==> src/rtl/fir_host_seq_if.sv <==
// rtl/fir_host_seq_if.sv - host-side coefficient, sample and result streams of the FIR sequencer
interface fir_host_seq_if;
  logic        start_load;
  logic        coef_valid;
  logic [16:0] coef_data;
  logic        coef_ready;
  logic        load_done;
  logic        s_valid;
  logic [15:0] s_data;
  logic        s_ready;
  logic        r_valid;
  logic [15:0] r_data;
  logic        r_ready;

  modport master (
    output start_load, coef_valid, coef_data, s_valid, s_data, r_ready,
    input  coef_ready, load_done, s_ready, r_valid, r_data
  );

  modport slave (
    input  start_load, coef_valid, coef_data, s_valid, s_data, r_ready,
    output coef_ready, load_done, s_ready, r_valid, r_data
  );
endinterface

==> src/rtl/fir_host_seq.sv <==
// rtl/fir_host_seq.sv - turns host ready/valid streams into the FIR core strobe protocol
// Only one sample is in flight; the single buffered result blocks new samples until taken.
module fir_host_seq #(
  parameter int NTAP    = 64,
  parameter int CAW     = 6,
  parameter int TIMEOUT = 255,
  parameter int TOW     = 8
) (
  input  logic           clk1,
  input  logic           rst_n,
  fir_host_seq_if.slave  host,
  output logic [15:0]    fir_din,
  output logic           fir_valid_in,
  output logic [16:0]    fir_cin,
  output logic [CAW-1:0] fir_caddr,
  output logic           fir_cload,
  input  logic [15:0]    fir_dout,
  input  logic           fir_valid,
  output logic           err_timeout,
  output logic           err_spurious,
  output logic           busy
);

  localparam logic [CAW-1:0] LAST_ADDR = CAW'(NTAP - 1);
  localparam logic [TOW-1:0] LAST_TICK = TOW'(TIMEOUT - 1);

  typedef enum logic [1:0] {S_IDLE, S_LOAD, S_READY, S_WAIT} state_t;

  state_t         state;
  logic [CAW-1:0] cnt;
  logic [TOW-1:0] timer;
  logic           fir_valid_q;
  logic           load_done_q;
  logic           r_valid_q;
  logic [15:0]    r_data_q;
  logic           rise;

  assign rise            = fir_valid & ~fir_valid_q;
  assign host.coef_ready = (state == S_LOAD);
  assign host.s_ready    = (state == S_READY) & ~r_valid_q;
  assign host.load_done  = load_done_q;
  assign host.r_valid    = r_valid_q;
  assign host.r_data     = r_data_q;

  always_ff @(posedge clk1 or negedge rst_n) begin
    if (!rst_n) begin
      state        <= S_IDLE;
      cnt          <= '0;
      timer        <= '0;
      fir_valid_q  <= 1'b0;
      load_done_q  <= 1'b0;
      r_valid_q    <= 1'b0;
      r_data_q     <= '0;
      fir_din      <= '0;
      fir_valid_in <= 1'b0;
      fir_cin      <= '0;
      fir_caddr    <= '0;
      fir_cload    <= 1'b0;
      err_timeout  <= 1'b0;
      err_spurious <= 1'b0;
      busy         <= 1'b0;
    end else begin
      fir_valid_q  <= fir_valid;
      fir_cload    <= 1'b0;
      fir_valid_in <= 1'b0;
      if (r_valid_q && host.r_ready)
        r_valid_q <= 1'b0;

      case (state)
        S_IDLE, S_READY: begin
          if (host.start_load) begin
            state        <= S_LOAD;
            busy         <= 1'b1;
            cnt          <= '0;
            load_done_q  <= 1'b0;
            err_timeout  <= 1'b0;
            err_spurious <= 1'b0;
          end else if (state == S_READY && host.s_valid && !r_valid_q) begin
            fir_din      <= host.s_data;
            fir_valid_in <= 1'b1;
            timer        <= '0;
            state        <= S_WAIT;
            busy         <= 1'b1;
          end
        end
        S_LOAD: begin
          if (host.coef_valid) begin
            fir_cin   <= host.coef_data;
            fir_caddr <= cnt;
            fir_cload <= 1'b1;
            cnt       <= cnt + 1'b1;
            if (cnt == LAST_ADDR) begin
              load_done_q <= 1'b1;
              state       <= S_READY;
              busy        <= 1'b0;
            end
          end
        end
        S_WAIT: begin
          timer <= timer + 1'b1;
          // A result arriving on the final tick beats the timeout.
          if (rise) begin
            r_data_q  <= fir_dout;
            r_valid_q <= 1'b1;
            state     <= S_READY;
            busy      <= 1'b0;
          end else if (timer == LAST_TICK) begin
            err_timeout <= 1'b1;
            state       <= S_READY;
            busy        <= 1'b0;
          end
        end
        default: begin
          state <= S_IDLE;
          busy  <= 1'b0;
        end
      endcase

      if (rise && state != S_WAIT)
        err_spurious <= 1'b1;
    end
  end

endmodule

==> src/flat_wrapper.sv <==
// flat-port wrapper written by rule: the top's interface ports become plain ports
module fir_host_seq_flat 
#(
  parameter int NTAP    = 64,
  parameter int CAW     = 6,
  parameter int TIMEOUT = 255,
  parameter int TOW     = 8
)
  (clk1, rst_n, fir_din, fir_valid_in, fir_cin, fir_caddr, fir_cload, fir_dout, fir_valid, err_timeout, err_spurious, busy, host_start_load, host_coef_valid, host_coef_data, host_s_valid, host_s_data, host_r_ready, host_coef_ready, host_load_done, host_s_ready, host_r_valid, host_r_data);
  fir_host_seq_if host_i ();
  input  logic clk1;
  input  logic rst_n;
  output logic [15:0] fir_din;
  output logic fir_valid_in;
  output logic [16:0] fir_cin;
  output logic [CAW-1:0] fir_caddr;
  output logic fir_cload;
  input  logic [15:0] fir_dout;
  input  logic fir_valid;
  output logic err_timeout;
  output logic err_spurious;
  output logic busy;
  input wire logic [$bits(host_i.start_load)-1:0] host_start_load;
  input wire logic [$bits(host_i.coef_valid)-1:0] host_coef_valid;
  input wire logic [$bits(host_i.coef_data)-1:0] host_coef_data;
  input wire logic [$bits(host_i.s_valid)-1:0] host_s_valid;
  input wire logic [$bits(host_i.s_data)-1:0] host_s_data;
  input wire logic [$bits(host_i.r_ready)-1:0] host_r_ready;
  output wire logic [$bits(host_i.coef_ready)-1:0] host_coef_ready;
  output wire logic [$bits(host_i.load_done)-1:0] host_load_done;
  output wire logic [$bits(host_i.s_ready)-1:0] host_s_ready;
  output wire logic [$bits(host_i.r_valid)-1:0] host_r_valid;
  output wire logic [$bits(host_i.r_data)-1:0] host_r_data;
  assign host_i.start_load = host_start_load;
  assign host_i.coef_valid = host_coef_valid;
  assign host_i.coef_data = host_coef_data;
  assign host_i.s_valid = host_s_valid;
  assign host_i.s_data = host_s_data;
  assign host_i.r_ready = host_r_ready;
  assign host_coef_ready = host_i.coef_ready;
  assign host_load_done = host_i.load_done;
  assign host_s_ready = host_i.s_ready;
  assign host_r_valid = host_i.r_valid;
  assign host_r_data = host_i.r_data;
  fir_host_seq #(.NTAP(NTAP), .CAW(CAW), .TIMEOUT(TIMEOUT), .TOW(TOW)) u_core (.clk1(clk1), .rst_n(rst_n), .host(host_i), .fir_din(fir_din), .fir_valid_in(fir_valid_in), .fir_cin(fir_cin), .fir_caddr(fir_caddr), .fir_cload(fir_cload), .fir_dout(fir_dout), .fir_valid(fir_valid), .err_timeout(err_timeout), .err_spurious(err_spurious), .busy(busy));
endmodule
==> config.mk <==
export PLATFORM = sky130hd
export DESIGN_NAME = fir_host_seq_flat
export DESIGN_NICKNAME = d
export VERILOG_FILES = /design/src/rtl/fir_host_seq_if.sv /design/src/rtl/fir_host_seq.sv /design/src/flat_wrapper.sv
export SDC_FILE = /design/constraint.sdc
export NUM_CORES = 1
export LEC_CHECK = 0
export ABC_AREA = 0
export CELL_PAD_IN_SITES_DETAIL_PLACEMENT = 0
export CELL_PAD_IN_SITES_GLOBAL_PLACEMENT = 1
export CORE_UTILIZATION = 33
export CTS_BUF_LIST = sky130_fd_sc_hd__clkbuf_16
export DETAILED_ROUTE_END_ITERATION = 8
export HOLD_SLACK_MARGIN = 0.02
export PLACE_DENSITY = 0.85
export SLEW_MARGIN = 20
export SYNTH_ARGS = -nofsm -noshare
export SYNTH_HDL_FRONTEND = slang
export SYNTH_SLANG_ARGS = --single-unit
==> constraint.sdc <==
create_clock -name clk1 -period 1.66 [get_ports clk1]
set_input_delay 0.166 -clock clk1 [delete_from_list [all_inputs] [get_ports clk1]]
set_output_delay 0.166 -clock clk1 [all_outputs]
set_load 0.05 [all_outputs]
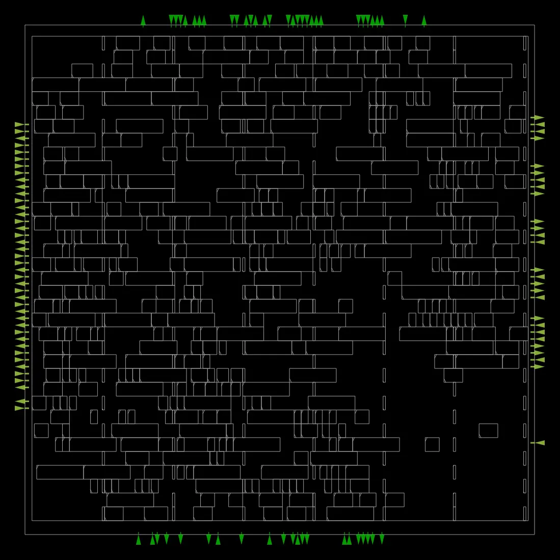
(run_1/placed.png)
Seq/total area: 0.409
flip-flops: 78
Layout Cells excl Fill: 560

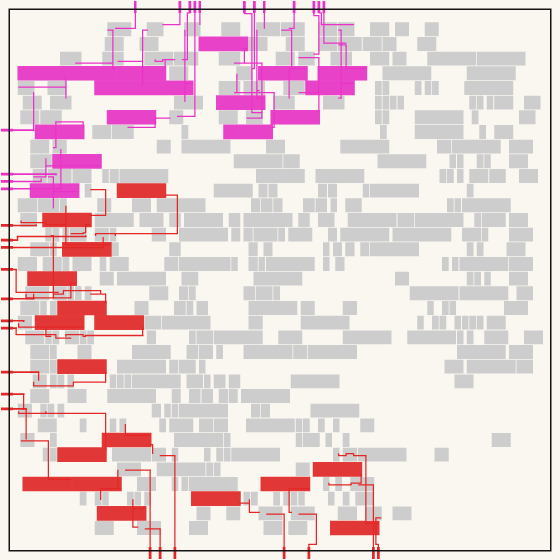
(run_1/port_trees.png)
Key: `host_r_data` = magenta [bits 16, direction output, edge 12 top, 4 left, end cells 16, buffers 16, wire 384 um]; `fir_cin` = red [bits 17, direction output, edge 10 left, 7 bottom, end cells 17, buffers 17, wire 440 um]
I/O Pins: 120
port bufs: 119

==> flow_summary_export.csv, run 1 <==
group,metric,value,unit
status,status,"finished, final reports clean",
logic_synthesis,yosys_area,0.00318,mm2
logic_synthesis,area_leaders,"dfrtp_1 (61%), nand2_1 (15%), mux2_2 (5.0%)",
global_route,grt_overflow,0,
final_layout,n_antenna_cell,0,
sta,timing.final.crit_share,0.975,
logic_synthesis,synthFlopType,"dfrtp_1",
sta,hold_viol,0,
setup_path,cp-startpoint,"u_core.fir_valid_in",
setup_path,crit_type,"reg2out",
sta,achievable-frequency,618,MHz
power_and_ir_drop,p_sw,2.26,mW
clocking,clk_latency,0.33,ns
global_route,met2_usage,0.234,
setup_path,timing.rr.start,"u_core.state[0]",
routing,postRouteAntennaNets,0,
power_and_ir_drop,comb_cell_power,1.91,mW
flow_run,drv_cap,0,
final_layout,nFillCells,868,
sta,setup_tns,0,ns
routing,top_layer,"met4",
sta,whs,0.303,ns
setup_path,cp_num_cells,1,
sta,fin_crit,1.62,ns
routing,met3_length,580,um
logic_synthesis,syn-num-nets,359,
power_and_ir_drop,p_int,4.05,mW
global_route,antenna_found_initial,0,
clocking,cts_root_buf,"clkbuf_16",
power_and_ir_drop,p_comb_frac,0.303,
logic_synthesis,ys_ff,78,
routing,drc,0,
power_and_ir_drop,sw_frac_of_total,0.358,
clocking,clk_path_buf_depth,2,
setup_path,r2r-end,"u_core.timer[7]",
die,dieArea,0.0100,mm2
power_and_ir_drop,pwr-share-clk,0.302,
clocking,cts_tree,"built",
die,die_width,100,um
clocking,cts_sinks,78,
sta,worst_pin_slew,0.512,ns
routing,vias,2485,
final_layout,nets,485,
routing,routed_via_density,4.44,
power_and_ir_drop,power_clock,1.90,mW
sta,rsz0062_at_grt,"no",
setup_path,crit_end,"fir_valid_in",
routing,drt-total-wl,7.12,mm
sta,slew_headroom,0.658,
final_layout,area_delta_synth_final,50.4,%
setup_path,cp_num_buf_inv,1,
setup_path,required,1.49,ns
clocking,clk_pin_slew,0.06,ns
setup_path,max_stage_delay,0.79,ns
sta,skew,0.00514,ns
global_route,grt_usage,0.150,
die,core,0.00928,mm2
power_and_ir_drop,power_density,1320,mW/mm2
power_and_ir_drop,power-top-group,"sequential cells",
logic_synthesis,edf_count,0,
global_route,grt_max_degree,35,
logic_synthesis,yosysUniqueCellTypes,38,
placed_design,hpwlAfterDp,5.07,mm
sta,slew_violations,0,
setup_path,arrival,1.45,ns
power_and_ir_drop,p_seq_frac,0.395,
logic_synthesis,top_cell,"nand2_1",
logic_synthesis,synth_area,0.00318,mm2
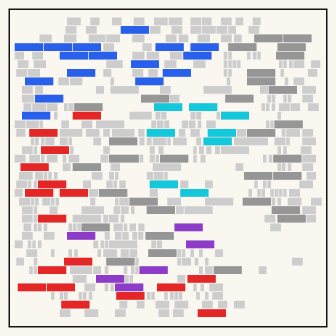
(run_1/ff_map.png)
Key: `u_core.fir_caddr` = purple [sequential cells 6]; `u_core.timer` = cyan [sequential cells 8]; `u_core.fir_cin` = red [sequential cells 17]; `u_core.host.r_data` = blue [sequential cells 16]
sequential power: 2.49 mW
sequential standard cell area: 0.00195 mm2
final core occ: 0.515

==> run 1: state kept, by name (all words and copies together), names as in the netlist, 2 cells and up <==
name / cells
u_core.host.r_data: 16
u_core.state: 2
u_core.fir_caddr: 6
u_core.timer: 8
u_core.fir_din: 16
u_core.cnt: 6
u_core.fir_cin: 17
==> run 1: kinds of logic (layout without fill, tap and decap cells) <==
group	after synthesis	in the layout	synth area share
AOI/OAI and AO/OA	18	18	0.0358
buffers and inverters	17	148	0.0449
adders and majority gates	3	3	0.0118
xor gates and xnor gates	3	3	0.00827
muxes	16	16	0.0591
DFF	78	78	0.614
and+or+nand+nor	165	165	0.226
==> run 1: stage by stage <==
stage	setup slack (ns)	instance area (um2)	total power [mW]
floorplan	0.0157	3190	3.75
finish	0.0422	4780	6.31
CTS	0.00118	4730	6.41
detailed placement	0.0807	4450	4.47
global placement	0.117	4450	4.44
global route	0.00461	4780	6.66
==> run 1: cell usage in the layout (no fill, tap or decap), types with 3 or more instances in the layout <==
cell and instances:
xor2_1 3, mux2_2 14, nand4_1 5, clkbuf_16 9, ha_1 3, dfrtp_1 77, buf_12 4, nand3_1 13
clkdlybuf4s50_1 56, dlygate4sd2_1 15, nand2_1 125, dlymetal6s2s_1 19, nor2_1 5, o21ai_0 6, inv_1 4, buf_4 32
o21ai_1 5
==> run 1: final cells by class <==
cell class	count	area, um2	share of cell area
Sequential cell	78	1950	0.409
Timing Repair Buffer	127	1260	0.264
Multi-Input combinational cell	205	1090	0.228
Clock buffer	9	225	0.0471
Tap cell	129	161	0.0338
Clock inverter	7	66.3	0.0139
Inverter	5	23.8	0.00498
==> run 1: what timing repair did <==
action,4_1_cts,5_1_grt
cloned,0,0
setup endpoints to repair,15,19
endpoints found under the hold margin,32,0
hold buffers,1,0
gates resized,15,19
setup buffers,0,0
--- run 2 (diff from run 1) ---
CORE_MARGIN = 2   (was not set)
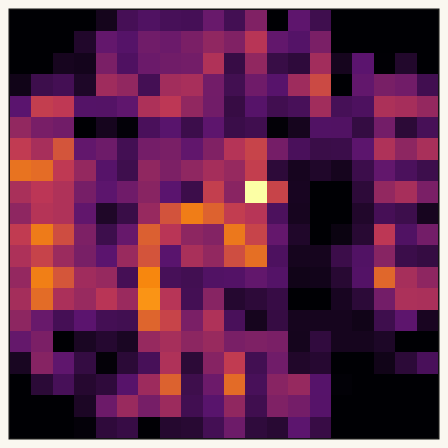
(run_2/route_heat.png)
20 x 20 tiles, from black (low) to pale yellow (high), scaled to the fullest tile. Values are wire area over tile area, all layers added.
16% of the tiles are nearly empty. The fullest tile reaches 0.44. 9.5% of the tiles are over half the peak. The mean over all tiles is 0.11.
gr usage total: 0.145
final wirelength: 7.11 mm
DR WL/cell: 12.7 um
Vias: 2508

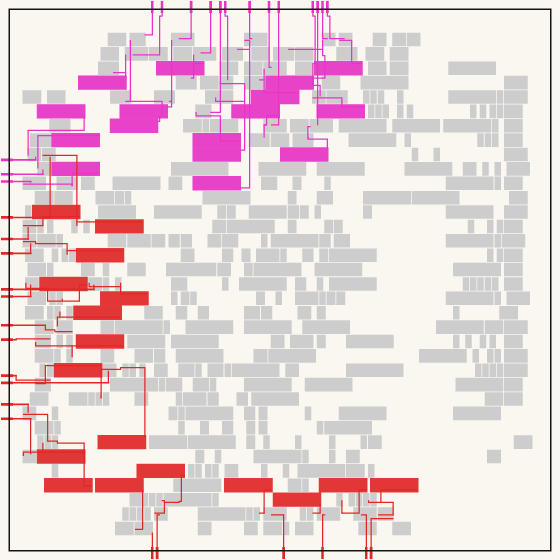
(run_2/port_trees.png)
Key: `fir_cin` = red [bits 17, direction output, edge 11 left, 6 bottom, end cells 17, buffers 17, wire 434 um]; `host_r_data` = magenta [bits 16, direction output, edge 13 top, 3 left, end cells 16, buffers 16, wire 416 um]

==> run 2 against run 1 <==
- global-route usage shrank 0.50 points
- critical endpoint is now fir_cin[2]
- cell count grew 0.36%
- final area grew 0.47%
- setup slack lost 0.0038 ns
- via count grew 0.93%
- clock power grew 6%
- largest cell class unchanged
- combinational power is essentially flat
==> flow_summary_export.csv, run 2 <==
group,metric,value,unit
status,status,"finished, final reports clean",
logic_synthesis,synth.cellmix.compoundShare,0.0358,
logic_synthesis,ys_ff,78,
power_and_ir_drop,p_seq_frac,0.386,
setup_path,crit_type,"reg2out",
logic_synthesis,syn-num-nets,359,
power_and_ir_drop,power_density,1340,mW/mm2
setup_path,required,1.49,ns
final_layout,seq_area,0.00195,mm2
power_and_ir_drop,power_clock,2.01,mW
sta,setup_tns,0,ns
final_layout,largest_register_ffs,17,
final_layout,area_delta_synth_final,51.1,%
sta,worst_pin_slew,0.524,ns
logic_synthesis,ys_sh_mux,0.0591,
power_and_ir_drop,p_sw,2.23,mW
setup_path,arrival,1.46,ns
logic_synthesis,area_leaders,"dfrtp_1 (61%), nand2_1 (15%), mux2_2 (5.0%)",
logic_synthesis,synthFlopType,"dfrtp_1",
flow_run,drv_cap,0,
global_route,grt_max_degree,35,
clocking,clk_latency,0.32,ns
sta,fin_ws,0.0384,ns
sta,slew_headroom,0.650,
placed_design,post-place-ws,0.0596,ns
die,die_width,102,um
setup_path,cp_num_buf_inv,1,
clocking,clk_pin_slew,0.06,ns
logic_synthesis,yosys_area,0.00318,mm2
logic_synthesis,yosys.area_share.simple,0.226,
clocking,cts_sinks,78,
setup_path,cp-startpoint,"u_core.fir_cin[2]",
setup_path,max_stage_delay,0.80,ns
logic_synthesis,synth_area,0.00318,mm2
logic_synthesis,top_cell,"nand2_1",
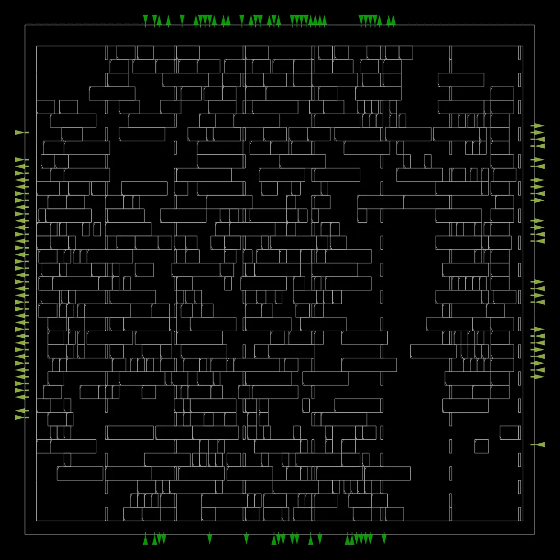
(run_2/placed.png)
row count: 35
n_taps: 129
CORE AREA: 0.00928 mm2
Seq/total area: 0.407
Layout Cells excl Fill: 562

-- run 2: repair_timing --
item                                    4_1_cts  5_1_grt
hold buffers                                  1        0
endpoints found under the setup margin        6       21
buffers inserted                              0        0
hold endpoints to repair                     24        0
gates resized                                 6       21
-- run 2: worst register-to-register path, delay by kind of cell (launching register included) --
family / cells / cell delay (ns)
compound gates: 2 / 0.29
simple gates: 2 / 0.62
flops: 1 / 0.42
-- run 2: path summary, 6_finish.rpt --
check                                          end  slack [ns]  cells past startpoint
worst max-delay path                    fir_cin[2]        0.04                      1
worst min-delay path             u_core.fir_din[4]        0.30                      2
worst max register to register     u_core.timer[7]        0.19                      4
worst min register to register  u_core.fir_cin[15]        0.47                      2
max in group asynchronous       u_core.fir_din[12]        0.77                      3
min in group clk1               u_core.fir_valid_q        0.31                      1
-- run 2: stage by stage --
step | utilization | power, mW | area [um2]
after floorplan | - | 3.75 | 3190
after global placement | 0.478 | 4.43 | 4440
after detailed placement | 0.478 | 4.47 | 4440
after CTS | 0.511 | 6.52 | 4750
after global routing | 0.517 | 6.79 | 4800
final | 0.517 | 6.42 | 4800
-- run 2: layer usage --
layer  GRT usage  part of all wire  wire length [um]
met1       0.192              0.44              3140
met2       0.223              0.47              3330
met3      0.0561             0.085               606
met4      0.0421            0.0060                43
met5           0                 0                 0
-- run 2: area by class of cell --
| class | instances | area share |
|---|---|---|
| clock buffer | 9 | 0.0469 |
| clock inverter | 7 | 0.0167 |
| inverter | 5 | 0.00495 |
| multi-input combinational | 205 | 0.227 |
| sequential | 78 | 0.407 |
| tap | 129 | 0.0336 |
| timing repair buffer | 129 | 0.264 |
--- run 3 (diff from run 2) ---
MAX_ROUTING_LAYER = met4   (was not set)
TNS_END_PERCENT = 10   (was not set)
==> run 3 against run 2 <==
- sequential cell count unchanged
- core utilization about the same
- worst hold slack better by 0.0010 ns
- sequential share of layout area about the same
- synthesized cell count unchanged
- die size unchanged
- power about the same
==> flow_summary_export.csv, run 3 <==
group,metric,value,unit
final_layout,largest_register_ffs,17,
placed_design,portBuffers,119,
power_and_ir_drop,power_density,1340,mW/mm2
sta,worst_pin_slew,0.524,ns
sta,rsz0062_at_grt,"no",
sta,hold_viol,0,
logic_synthesis,ys_ff,78,
die,num_rows,35,
logic_synthesis,synthFlopType,"dfrtp_1",
final_layout,nets,487,
power_and_ir_drop,power_clock,2.01,mW
clocking,post_cts_buffers,0,
clocking,clk_latency,0.32,ns
final_layout,regMostFlops,"u_core.fir_cin",
sta,fin_crit,1.62,ns
setup_path,required,1.49,ns
placed_design,hpwlAfterDp,4.98,mm
die,dieArea,0.0104,mm2
sta,setup_tns,0,ns
routing,postRouteAntennaNets,0,
clocking,cts_root_buf,"clkbuf_16",
power_and_ir_drop,power-top-group,"sequential cells",
setup_path,arrival,1.45,ns
clocking,clk_path_buf_depth,2,
power_and_ir_drop,pwr-share-clk,0.313,
die,die_width,102,um
setup_path,crit_type,"reg2out",
status,status,"finished, final reports clean",
power_and_ir_drop,p_sw,2.23,mW
routing,drc,0,
global_route,grt_overflow,0,
placed_design,dpl_cell_area,0.00444,mm2
sta,whs,0.303,ns
sta,slew_headroom,0.650,
power_and_ir_drop,comb_cell_power,1.93,mW
run 3: final timing paths:
| path | depth (start not counted) | to | from | slack, ns |
|---|---|---|---|---|
| setup / recovery | 1 | fir_din[15] | u_core.fir_din[15] | 0.04 |
| hold reg to reg | 2 | u_core.fir_cin[15] | u_core.fir_cin[15] | 0.47 |
| max in group asynchronous | 3 | u_core.fir_din[12] | rst_n | 0.77 |
| setup reg to reg | 4 | u_core.timer[7] | u_core.state[1] | 0.18 |
| min in group clk1 | 1 | u_core.fir_valid_q | fir_valid | 0.31 |
| hold / removal | 2 | u_core.fir_din[4] | rst_n | 0.30 |
run 3: kinds of logic (layout without fill, tap and decap cells):
logic type | after synthesis | after routing | share of synthesized area
muxes | 16 | 16 | 0.0591
DFF | 78 | 78 | 0.614
adders and majority gates | 3 | 3 | 0.0118
and+or+nand+nor | 165 | 165 | 0.226
AOI/OAI and AO/OA | 18 | 18 | 0.0358
buffers and inverters | 17 | 150 | 0.0449
xor gates and xnor gates | 3 | 3 | 0.00827
run 3: what timing repair did:
action | 4_1_cts | 5_1_grt
cloned | 0 | 0
hold buffers | 1 | 0
endpoints found under the setup margin | 6 | 22
gates resized | 6 | 22
endpoints found under the hold margin | 24 | 0
run 3: layout make-up:
type,count,area (um2)
multi-input cells,205,1090
well taps,129,161
repair buffers,129,1270
clock inverters,7,80.1
fillers,882,4480
flip-flops and latches,78,1950
inverters,5,23.8
clock buffers,9,225
run 3: layer usage:
layer / part of all wire / vias to the layer above
li1: - / 1231
met1: 0.47 / 1181
met2: 0.46 / 77
met3: 0.065 / 9
met4: 0.011 / 0
met5: 0 / -
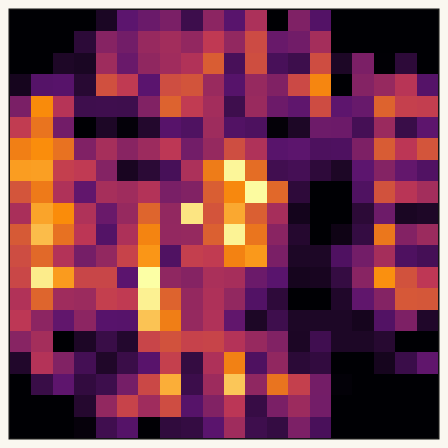
(run_3/route_heat.png)
20 x 20 tiles, from black (low) to pale yellow (high), scaled to the fullest tile. Values are wire area over tile area, all layers added.
The mean over all tiles is 0.11. 24% of the tiles are over half the peak. 16% of the tiles are nearly empty. The emptiest ninth of the die: bottom right.
final wirelength: 7.12 mm
DR WL/cell: 12.7 um
Vias: 2498
gr usage total: 0.150

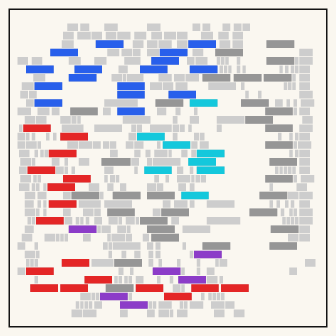
(run_3/ff_map.png)
Key: `u_core.fir_cin` = red [sequential cells 17]; `u_core.host.r_data` = blue [sequential cells 16]; `u_core.fir_caddr` = purple [sequential cells 6, where bottom middle]; `u_core.timer` = cyan [sequential cells 8, where middle]
Another 31 sequential cells are not coloured.
sequential power: 2.48 mW
Seq/total area: 0.407

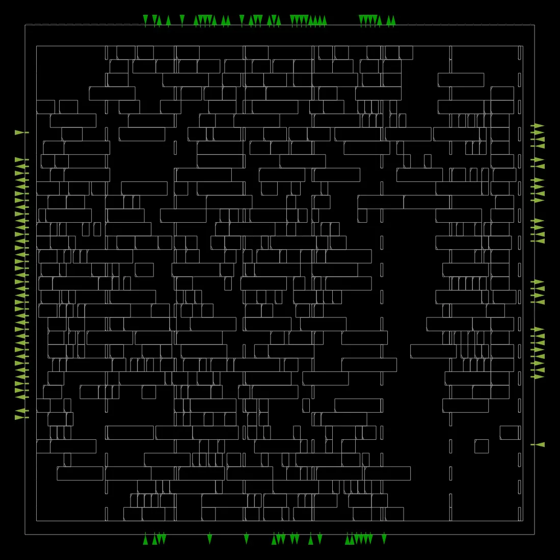
(run_3/placed.png)
final core occ: 0.517
FILL cells: 882


==> notes/layouts.md <==
Pictures saved along the way, in no particular order.

The metal 3 layer.
Plate I
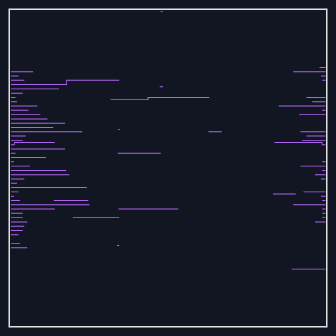
Plate II
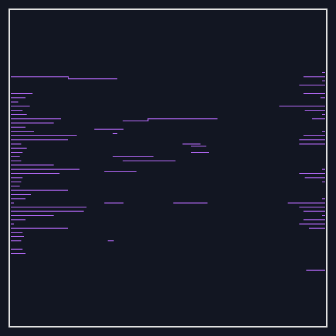
Plate III
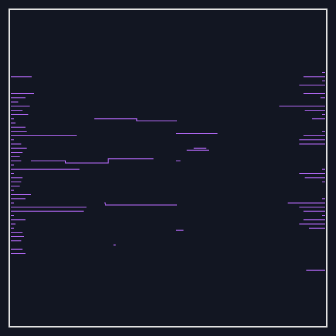
| picture | from |
|---|---|
| Plate I | run 1 |
| Plate II | run 2 |
| Plate III | run 3 |

Key to Plate II:
71 nets have wire on it. The layer holds 8.5% of the routed length. The layer carries 607 um of wire. The wires run mostly horizontal.

No activity file was given, so power comes from the tool's default toggle rates.
